Figure 1. Gate-type map.
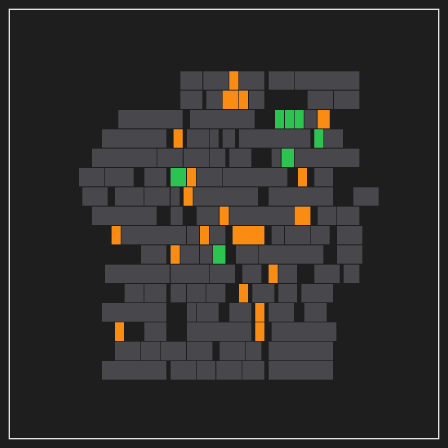
Figure 2. Track usage over the die.
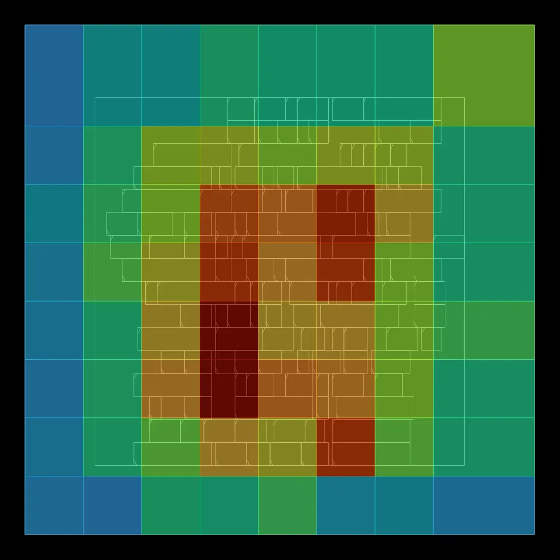
## config.mk

```make
export PLATFORM = sky130hd
export DESIGN_NAME = sha256_round_ctrl_flat
export DESIGN_NICKNAME = d
export VERILOG_FILES = /design/src/rtl/sha256_round_ctrl_pkg.sv /design/src/rtl/sha256_round_ctrl_if.sv /design/src/rtl/sha256_round_cnt.sv /design/src/rtl/sha256_round_ctrl.sv /design/src/flat_wrapper.sv
export SDC_FILE = /design/constraint.sdc
export NUM_CORES = 1
export LEC_CHECK = 0
export CAP_MARGIN = 10
export CORE_MARGIN = 8
export CORE_UTILIZATION = 46
export CTS_BUF_LIST = sky130_fd_sc_hd__clkbuf_16
export CTS_CLUSTER_DIAMETER = 150
export DETAILED_ROUTE_END_ITERATION = 16
export PLACE_DENSITY = 0.85
export SLEW_MARGIN = 15
export SYNTH_ARGS = -nofsm -noshare
export SYNTH_HDL_FRONTEND = slang
export SYNTH_SLANG_ARGS = --single-unit
```

## constraint.sdc

```tcl
create_clock -name CLK -period 1.66 [get_ports CLK]
set_input_delay 0.166 -clock CLK [delete_from_list [all_inputs] [get_ports CLK]]
set_output_delay 0.166 -clock CLK [all_outputs]
set_load 0.02 [all_outputs]
```

## src/rtl/sha256_round_ctrl_pkg.sv

```systemverilog
// Shared SHA-256 definitions: controller state encoding, default sizing and
// the initial hash value used by the datapath when iv_sel is asserted.
package sha256_pkg;

  localparam int ROUNDS_DEFAULT = 64;
  localparam int IDX_W_DEFAULT  = 6;

  typedef enum logic [2:0] {
    S_IDLE   = 3'd0,
    S_LOAD   = 3'd1,
    S_ROUND  = 3'd2,
    S_UPDATE = 3'd3,
    S_DONE   = 3'd4
  } state_t;

  // H0 is the most significant word
  localparam logic [7:0][31:0] IV = {
    32'h6a09e667, 32'hbb67ae85, 32'h3c6ef372, 32'ha54ff53a,
    32'h510e527f, 32'h9b05688c, 32'h1f83d9ab, 32'h5be0cd19
  };

endpackage

```

## src/rtl/sha256_round_ctrl_if.sv

```systemverilog
// Control bundle between the block buffer / message scheduler, the round
// controller and the compression register file.
interface sha256_round_ctrl_if
  import sha256_pkg::*;
#(
  parameter int IDX_W = IDX_W_DEFAULT
);

  // Handshakes: a transfer happens on a rising CLK edge where valid and ready
  // are both 1; valid holds its payload until accepted, ready may toggle freely.
  logic             blk_valid;
  logic             blk_first;
  logic             blk_last;
  logic             blk_ready;
  logic             w_valid;
  logic             w_ack;
  logic             iv_sel;
  logic             init_load;
  logic             reg_start;
  logic [IDX_W-1:0] round_idx;
  logic             hash_update;
  logic             digest_valid;
  logic             digest_ready;
  logic             busy;
  state_t           state;

  modport master (
    input  blk_valid, blk_first, blk_last, w_valid, digest_ready,
    output blk_ready, w_ack, iv_sel, init_load, reg_start, round_idx,
           hash_update, digest_valid, busy, state
  );

  modport slave (
    output blk_valid, blk_first, blk_last, w_valid, digest_ready,
    input  blk_ready, w_ack, iv_sel, init_load, reg_start, round_idx,
           hash_update, digest_valid, busy, state
  );

endinterface

```

## src/rtl/sha256_round_cnt.sv

```systemverilog
// Round index counter: synchronous clear, count enable, terminal-count flag
// at ROUNDS-1. Clear has priority so the count never wraps past the last round.
module sha256_round_cnt #(
  parameter int ROUNDS = 64,
  parameter int IDX_W  = 6
) (
  input  logic             CLK,
  input  logic             RST,
  input  logic             clr,
  input  logic             en,
  output logic [IDX_W-1:0] cnt,
  output logic             tc
);

  localparam logic [IDX_W-1:0] LAST = IDX_W'(ROUNDS - 1);

  always_ff @(posedge CLK or negedge RST) begin
    if (!RST) begin
      cnt <= '0;
    end else if (clr) begin
      cnt <= '0;
    end else if (en && !tc) begin
      cnt <= cnt + 1'b1;
    end
  end

  assign tc = (cnt == LAST);

endmodule

```

## src/rtl/sha256_round_ctrl.sv

```systemverilog
// SHA-256 compression sequencer: accepts a block, loads the working registers,
// steps ROUNDS rounds paced by the schedule word handshake, commits the hash.
module sha256_round_ctrl
  import sha256_pkg::*;
#(
  parameter int ROUNDS = ROUNDS_DEFAULT,
  parameter int IDX_W  = IDX_W_DEFAULT
) (
  input  logic                CLK,
  input  logic                RST,
  sha256_round_ctrl_if.master bus
);

  state_t           state;
  logic             first_q;
  logic             last_q;
  logic             blk_ready_q;
  logic             init_load_q;
  logic             iv_sel_q;
  logic             hash_update_q;
  logic             digest_valid_q;
  logic             busy_q;
  logic             in_round;
  logic             step;
  logic             cnt_clr;
  logic             cnt_tc;
  logic [IDX_W-1:0] cnt;

  assign in_round = (state == S_ROUND);
  assign step     = in_round && bus.w_valid;
  // Clearing on the final step keeps round_idx at 0 through UPDATE/DONE/IDLE
  assign cnt_clr  = (state == S_LOAD) || (step && cnt_tc);

  sha256_round_cnt #(
    .ROUNDS (ROUNDS),
    .IDX_W  (IDX_W)
  ) u_cnt (
    .CLK (CLK),
    .RST (RST),
    .clr (cnt_clr),
    .en  (step),
    .cnt (cnt),
    .tc  (cnt_tc)
  );

  // Output registers are loaded with the value of the state being entered
  always_ff @(posedge CLK or negedge RST) begin
    if (!RST) begin
      state          <= S_IDLE;
      first_q        <= 1'b0;
      last_q         <= 1'b0;
      blk_ready_q    <= 1'b0;
      init_load_q    <= 1'b0;
      iv_sel_q       <= 1'b0;
      hash_update_q  <= 1'b0;
      digest_valid_q <= 1'b0;
      busy_q         <= 1'b0;
    end else begin
      case (state)
        S_IDLE: begin
          if (bus.blk_valid && blk_ready_q) begin
            state       <= S_LOAD;
            first_q     <= bus.blk_first;
            last_q      <= bus.blk_last;
            blk_ready_q <= 1'b0;
            init_load_q <= 1'b1;
            iv_sel_q    <= bus.blk_first;
            busy_q      <= 1'b1;
          end else begin
            blk_ready_q <= 1'b1;
          end
        end
        S_LOAD: begin
          state       <= S_ROUND;
          init_load_q <= 1'b0;
          iv_sel_q    <= 1'b0;
        end
        S_ROUND: begin
          if (bus.w_valid && cnt_tc) begin
            state         <= S_UPDATE;
            hash_update_q <= 1'b1;
            iv_sel_q      <= first_q;
          end
        end
        S_UPDATE: begin
          hash_update_q <= 1'b0;
          iv_sel_q      <= 1'b0;
          if (last_q) begin
            state          <= S_DONE;
            digest_valid_q <= 1'b1;
          end else begin
            state       <= S_IDLE;
            blk_ready_q <= 1'b1;
            busy_q      <= 1'b0;
          end
        end
        S_DONE: begin
          if (bus.digest_ready) begin
            state          <= S_IDLE;
            digest_valid_q <= 1'b0;
            blk_ready_q    <= 1'b1;
            busy_q         <= 1'b0;
          end
        end
        default: begin
          state          <= S_IDLE;
          blk_ready_q    <= 1'b0;
          init_load_q    <= 1'b0;
          iv_sel_q       <= 1'b0;
          hash_update_q  <= 1'b0;
          digest_valid_q <= 1'b0;
          busy_q         <= 1'b0;
        end
      endcase
    end
  end

  assign bus.blk_ready    = blk_ready_q;
  assign bus.init_load    = init_load_q;
  assign bus.iv_sel       = iv_sel_q;
  assign bus.hash_update  = hash_update_q;
  assign bus.digest_valid = digest_valid_q;
  assign bus.busy         = busy_q;
  assign bus.w_ack        = step;
  assign bus.reg_start    = init_load_q || step;
  assign bus.round_idx    = cnt;
  assign bus.state        = state;

endmodule

```

## src/flat_wrapper.sv

```systemverilog
// flat-port wrapper written by rule: the top's interface ports become plain ports
module sha256_round_ctrl_flat import sha256_pkg::*;
#(
  parameter int ROUNDS = ROUNDS_DEFAULT,
  parameter int IDX_W  = IDX_W_DEFAULT
)
  (CLK, RST, bus_blk_valid, bus_blk_first, bus_blk_last, bus_w_valid, bus_digest_ready, bus_blk_ready, bus_w_ack, bus_iv_sel, bus_init_load, bus_reg_start, bus_round_idx, bus_hash_update, bus_digest_valid, bus_busy, bus_state);
  sha256_round_ctrl_if #(.IDX_W(IDX_W)) bus_i ();
  input  logic CLK;
  input  logic RST;
  input wire logic [$bits(bus_i.blk_valid)-1:0] bus_blk_valid;
  input wire logic [$bits(bus_i.blk_first)-1:0] bus_blk_first;
  input wire logic [$bits(bus_i.blk_last)-1:0] bus_blk_last;
  input wire logic [$bits(bus_i.w_valid)-1:0] bus_w_valid;
  input wire logic [$bits(bus_i.digest_ready)-1:0] bus_digest_ready;
  output wire logic [$bits(bus_i.blk_ready)-1:0] bus_blk_ready;
  output wire logic [$bits(bus_i.w_ack)-1:0] bus_w_ack;
  output wire logic [$bits(bus_i.iv_sel)-1:0] bus_iv_sel;
  output wire logic [$bits(bus_i.init_load)-1:0] bus_init_load;
  output wire logic [$bits(bus_i.reg_start)-1:0] bus_reg_start;
  output wire logic [$bits(bus_i.round_idx)-1:0] bus_round_idx;
  output wire logic [$bits(bus_i.hash_update)-1:0] bus_hash_update;
  output wire logic [$bits(bus_i.digest_valid)-1:0] bus_digest_valid;
  output wire logic [$bits(bus_i.busy)-1:0] bus_busy;
  output wire logic [$bits(bus_i.state)-1:0] bus_state;
  assign bus_i.blk_valid = bus_blk_valid;
  assign bus_i.blk_first = bus_blk_first;
  assign bus_i.blk_last = bus_blk_last;
  assign bus_i.w_valid = bus_w_valid;
  assign bus_i.digest_ready = bus_digest_ready;
  assign bus_blk_ready = bus_i.blk_ready;
  assign bus_w_ack = bus_i.w_ack;
  assign bus_iv_sel = bus_i.iv_sel;
  assign bus_init_load = bus_i.init_load;
  assign bus_reg_start = bus_i.reg_start;
  assign bus_round_idx = bus_i.round_idx;
  assign bus_hash_update = bus_i.hash_update;
  assign bus_digest_valid = bus_i.digest_valid;
  assign bus_busy = bus_i.busy;
  assign bus_state = bus_i.state;
  sha256_round_ctrl #(.ROUNDS(ROUNDS), .IDX_W(IDX_W)) u_core (.CLK(CLK), .RST(RST), .bus(bus_i));
endmodule
```

==> results.yml <==
# generated from flow reports
finish:
  filler_cell_count: 148
  antenna-diode-count: 0
  finish.utilization_pct: 68.2
  largest_registers: "u_core.u_cnt.cnt: 6 flops, u_core.bus.state: 3 flops"
  drive_gt1_share_pct: 14.0
  registers.top_by_ff_count: "u_core.u_cnt.cnt"
  final-comb-area_sq_um: 453
yosys:
  ys_top_logic_family: "simple AND/OR/NAND/NOR gates"
  synth_chip_area_sq_um: 901
  post_synth_fa_ha_maj_area_fraction_pct: 1.39
  post_synth_and_or_nand_nor_area_fraction_pct: 18.9
  synth_cell_type_count: 37
  synthFlopType: "sky130_fd_sc_hd__dfrtp_1"
placement:
  post_detailed_placement_half_perimeter_wirelength_um: 1700
  place.detailed.instances: 144
  gp_congestion: 0.827
die:
  tapcell.inserted: 27
  coreArea_sq_um: 1900
  die.size.x_um: 60.3
setup_path:
  cpPeakStageDelay_ps: 630
power_and_ir_drop:
  swShare_pct: 39.9
  top_power_group: "combinational cells"
  comb_power_mw: 1.32
status:
  outcome: "complete, no violations"
detailed_routing:
  routed.top_layer: "met4"
  detail_route.drc_violations: 0
final_timing:
  report.final.hold_viol_count: 0
  worst_pin_slew_ps: 442
  fin_ws_ps: 57.1
global_route:
  global_route.usage.met1_pct: 17.1
  grt_pass1_vias: 829
Back to the opening pictures, Figure 1:
nor cells: marked orange, cells 19, most used nor2_1. nand cells: marked green, cells 7, most used nand2_1.

Back to the opening pictures, Figure 2:
routing usage on met2: 27.0%
layer carrying the most global-route usage: met2

